sizing.png
The bar under the picture is 20 um long.
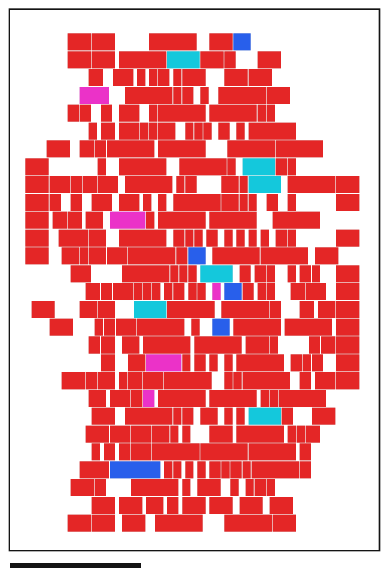
class_map.png
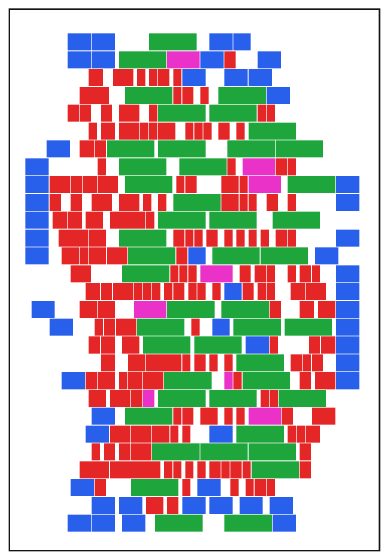
ff_map.png
The bar under the picture is 20 um long. Other sequential cells in the stronger grey, the rest of the logic in the fainter grey.
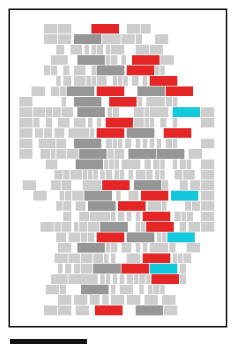
===== config.mk =====
export PLATFORM = sky130hd
export DESIGN_NAME = homomorphic_rescale_flat
export DESIGN_NICKNAME = d
export VERILOG_FILES = /design/src/rtl/homomorphic_rescale_pkg.sv /design/src/rtl/homomorphic_rescale_if.sv /design/src/rtl/homomorphic_rescale_lane.sv /design/src/rtl/homomorphic_rescale.sv /design/src/flat_wrapper.sv
export SDC_FILE = /design/constraint.sdc
export NUM_CORES = 1
export LEC_CHECK = 0
export CORE_ASPECT_RATIO = 1.5
export CORE_MARGIN = 2
export CORE_UTILIZATION = 48
export DETAILED_ROUTE_END_ITERATION = 16
export PLACE_DENSITY = 0.91
export SLEW_MARGIN = 10
export SYNTH_ARGS = -nofsm -noshare
export SYNTH_HDL_FRONTEND = slang
export SYNTH_SLANG_ARGS = --single-unit

===== constraint.sdc =====
create_clock -name clk -period 2.4 [get_ports clk]
set_input_delay 0.24 -clock clk [delete_from_list [all_inputs] [get_ports clk]]
set_output_delay 0.24 -clock clk [all_outputs]
set_load 0.02 [all_outputs]

===== src/rtl/homomorphic_rescale_pkg.sv =====
// homomorphic_rescale_pkg: shared BFV rescale widths, moduli and lane-slice helper
package homomorphic_rescale_pkg;
   localparam int PLAINTEXT_MODULUS = 64;
   localparam int PLAINTEXT_WIDTH = 6;
   localparam int CIPHERTEXT_MODULUS = 1024;
   localparam int Q_WIDTH = 10;
   localparam int CIPHERTEXT_WIDTH = 21;
   localparam int PARALLEL = 2;
   localparam int BEATS = 15;
   localparam int PRODUCT_WIDTH = CIPHERTEXT_WIDTH + PLAINTEXT_WIDTH + 1;
   localparam int BEAT_WIDTH = BEATS > 1 ? $clog2(BEATS) : 1;

   function automatic logic [CIPHERTEXT_WIDTH-1:0] in_lane(input logic [PARALLEL*CIPHERTEXT_WIDTH-1:0] d, input int k);
      return d[k*CIPHERTEXT_WIDTH +: CIPHERTEXT_WIDTH];
   endfunction
endpackage


===== src/rtl/homomorphic_rescale_if.sv =====
// homomorphic_rescale_if: input partial stream and output coefficient stream of the rescale stage
interface homomorphic_rescale_if;
   import homomorphic_rescale_pkg::*;
   logic [PARALLEL*CIPHERTEXT_WIDTH-1:0] in_data;
   logic in_valid;
   logic in_ready;
   logic [PARALLEL*Q_WIDTH-1:0] out_data;
   logic out_valid;
   logic out_ready;
   logic out_last;
   modport master (output in_data, in_valid, out_ready, input in_ready, out_data, out_valid, out_last);
   modport slave (input in_data, in_valid, out_ready, output in_ready, out_data, out_valid, out_last);
endinterface


===== src/rtl/homomorphic_rescale_lane.sv =====
// homomorphic_rescale_lane: one lane of round(x*t/q) mod q; RESCALE_OVF_EN adds the wrap-loss flag
module homomorphic_rescale_lane
   import homomorphic_rescale_pkg::*;
(
   input  logic clk,
   input  logic rst,
   input  logic adv,
   input  logic [CIPHERTEXT_WIDTH-1:0] x,
`ifdef RESCALE_OVF_EN
   output logic ovf,
`endif
   output logic [Q_WIDTH-1:0] y
);
`ifdef RESCALE_OVF_EN
   localparam int HW = PRODUCT_WIDTH - Q_WIDTH;
`else
   localparam int HW = Q_WIDTH;
`endif
   logic [PRODUCT_WIDTH-1:0] p;
   logic [HW-1:0] p_hi;
   assign p = (PRODUCT_WIDTH'(x) << PLAINTEXT_WIDTH) + (PRODUCT_WIDTH'(1) << (Q_WIDTH - 1));
   // S1: scale by t with half-q bias, keeping only bits at and above the rounding point
   always_ff @(posedge clk)
      if (rst) p_hi <= '0;
      else if (adv) p_hi <= HW'(p >> Q_WIDTH);
   // S2: the low Q_WIDTH bits of the quotient are the mod-q result
   always_ff @(posedge clk)
      if (rst) y <= '0;
      else if (adv) y <= p_hi[Q_WIDTH-1:0];
`ifdef RESCALE_OVF_EN
   assign ovf = |p_hi[HW-1:Q_WIDTH];
`endif
endmodule


===== src/rtl/homomorphic_rescale.sv =====
// homomorphic_rescale: 2-stage BFV rescale stream with component beat counter; RESCALE_OVF_EN adds ovf_sticky
module homomorphic_rescale
   import homomorphic_rescale_pkg::*;
(
   input  logic clk,
   input  logic rst,
`ifdef RESCALE_OVF_EN
   output logic ovf_sticky,
`endif
   homomorphic_rescale_if.slave io
);
   localparam logic [BEAT_WIDTH-1:0] LAST_BEAT = BEAT_WIDTH'(BEATS - 1);
   logic adv;
   logic s1_valid;
   logic out_valid;
   logic [BEAT_WIDTH-1:0] beat_cnt;
   logic [PARALLEL-1:0][Q_WIDTH-1:0] y;
`ifdef RESCALE_OVF_EN
   logic [PARALLEL-1:0] lane_ovf;
`endif
   assign adv = !out_valid | io.out_ready;
   assign io.in_ready = adv;
   assign io.out_valid = out_valid;
   assign io.out_last = out_valid & (beat_cnt == LAST_BEAT);
   assign io.out_data = y;
   for (genvar i = 0; i < PARALLEL; i++) begin : g_lane
      homomorphic_rescale_lane u_lane (
         .clk(clk),
         .rst(rst),
         .adv(adv),
         .x(in_lane(io.in_data, i)),
`ifdef RESCALE_OVF_EN
         .ovf(lane_ovf[i]),
`endif
         .y(y[i])
      );
   end
   // valid bits move with the lane data whenever the pipe advances
   always_ff @(posedge clk)
      if (rst) {s1_valid, out_valid} <= '0;
      else if (adv) {s1_valid, out_valid} <= {io.in_valid, s1_valid};
   // count accepted output beats to mark the end of each component
   always_ff @(posedge clk)
      if (rst) beat_cnt <= '0;
      else if (out_valid && io.out_ready) beat_cnt <= beat_cnt == LAST_BEAT ? '0 : beat_cnt + 1'b1;
`ifdef RESCALE_OVF_EN
   // latch any lane whose wrapped-away bits were nonzero on a valid S2 load
   always_ff @(posedge clk)
      if (rst) ovf_sticky <= 1'b0;
      else if (adv && s1_valid && |lane_ovf) ovf_sticky <= 1'b1;
`endif
endmodule


===== src/flat_wrapper.sv =====
// flat-port wrapper written by rule: the top's interface ports become plain ports
module homomorphic_rescale_flat import homomorphic_rescale_pkg::*;
  (clk, rst, io_in_data, io_in_valid, io_out_ready, io_in_ready, io_out_data, io_out_valid, io_out_last);
  homomorphic_rescale_if io_i ();
  input  logic clk;
  input  logic rst;
  input wire logic [$bits(io_i.in_data)-1:0] io_in_data;
  input wire logic [$bits(io_i.in_valid)-1:0] io_in_valid;
  input wire logic [$bits(io_i.out_ready)-1:0] io_out_ready;
  output wire logic [$bits(io_i.in_ready)-1:0] io_in_ready;
  output wire logic [$bits(io_i.out_data)-1:0] io_out_data;
  output wire logic [$bits(io_i.out_valid)-1:0] io_out_valid;
  output wire logic [$bits(io_i.out_last)-1:0] io_out_last;
  assign io_i.in_data = io_in_data;
  assign io_i.in_valid = io_in_valid;
  assign io_i.out_ready = io_out_ready;
  assign io_in_ready = io_i.in_ready;
  assign io_out_data = io_i.out_data;
  assign io_out_valid = io_i.out_valid;
  assign io_out_last = io_i.out_last;
  homomorphic_rescale u_core (.clk(clk), .rst(rst), .io(io_i));
endmodule

==> reports/metrics.cfg <==
[timing]
worstMarginPinSlew_ns = 0.464
slew_headroom_pct = 69.1
rsz0062_at_grt = false
period_needed_ns = 1.86
maxSlewViolCount = 0

[cells_and_area]
clk_share_pct = 3.56
seq_cells = 46
layout_top_cells = 51 x nand2_1, 48 x clkdlybuf4s50_1, 46 x dfxtp_1
drive_above_1_share_pct = 5.61
final_common_cell = nand2_1
fillCellCount = 326
num-multi-input-gates = 175
nonClkBufAreaFrac_pct = 19.9
final_cells = 330

[die]
n_tap_cell = 45
ios = 69
core_um2 = 3920
fp-utilization_pct = 50.1
dieArea_um2 = 4640

[pwr]
power_mw = 1.53
pg_clk_mw = 0.463
power_switching_share_pct = 24.6
comb-power_mw = 0.234
p_seq_share_pct = 54.5
p_clk_share_pct = 30.2
power.density_nw_per_um2 = 597
p_leak_nw = 0.924
p_seq_mw = 0.836
top_power_group = sequential cells
switchingPower_mw = 0.376

[placed_design]
portBuffers = 48
gp_congestion = 0.812

[yosys]
syn_nets = 287
top_area_share_pct = 46.8
ys_cells = 239
synth_top_cell_by_count = nand2_1
ys_seq_share_pct = 46.8
flop_cell = dfxtp_1
ys_sh_mux_pct = 0.509
logic_family = simple AND/OR/NAND/NOR gates
synth.distinct_cells = 29
synthArstFlopShare_pct = 0
fa_ha_area_share_pct = 1.27
syn_inst = 239
ys_warn_count = 0
synth.area.top_cells = dfxtp_1 47%, nand2_1 9.7%, a21oi_1 6.6%
ys_ff = 46
ys_sh_simple_pct = 26.0
netlist_area_um2 = 1970
yosysTopAreaCell = dfxtp_1
yosys-top-cells-count = 51 x nand2_1, 46 x dfxtp_1, 26 x a21oi_1

[worst_hold_path]
hp-class = flip-flop to flip-flop
whs_path_depth = 2
worstHoldEndpoint = u_core.g_lane[1].u_lane.y[1]$_SDFFE_PP0P_

[critical_path]
worstSetupPathType = flip-flop to primary output
cp.depth = 3
path_cells = nand3_1 > nor3b_1 > clkdlybuf4s50_1
max_stage_delay_ns = 0.62
worstPathArrival_ns = 1.62
crit_buf_inv = 1
ff2ff_path_depth = 5
cp-endpoint = io_out_last
crit_family = buffers and inverters
r2r-end = u_core.g_lane[0].u_lane.p_hi[7]$_SDFFE_PP0P_
cp_slowest_cell = clkdlybuf4s50_1
startpoint_type = flip-flop

[routing]
drt-met1-wl_mm = 1.63
num_vias = 1785
wl_mm = 4.09
firstDrtPassIters = 4
wl_per_cell_um = 12.4

[global_route]
grt_pass1_wl_mm = 7.07
grt_pass1_vias = 1624
grt_max_degree = 47
use_met1_pct = 21.8
grt_use_met2_pct = 34.5
busiest_layer = met2

[clock_tree]
cts_setup_buffers = 0
ctsResizeCount = 0
clk_latency_ns = 0.29
cts_max_path_buffers = 2
cts_tree = built

[run_status]
status = finished clean

[run]
openroad.warnings = 46

Back to the opening pictures, sizing.png:
Key: x2 = magenta [cells 5, share 1.8%, most used a311oi_2]; x6 and larger = cyan [cells 6, share 2.1%, most used clkbuf_8]; x3 and x4 = blue [cells 5, share 1.8%, most used buf_4]; x1 and smaller = red [cells 269, share 94%, most used nand2_1]
Non-Filler Cell Area, Final: 2570 um^2
Signal buffers: 52
setup ws final: 0.540 ns
Area Growth Syn to Fin: 30.6%

Back to the opening pictures, class_map.png:
Key: sequential cells = green [cells 46, share of their area 37%]; remaining buffers and delay cells = blue [cells 52, share of their area 20%]; remaining logic cells = red [cells 179, share of their area 39%]; clock drivers and dummy loads = magenta [cells 8, share of their area 3.6%]
row count: 28
fraction of area in registers: 35.9%

Back to the opening pictures, ff_map.png:
Key: u_core.g_lane.u_lane.y = red [flops 20]; u_core.beat_cnt = cyan [flops 4]
Util after Layout: 65.5%
FF+latch area: 921 um^2

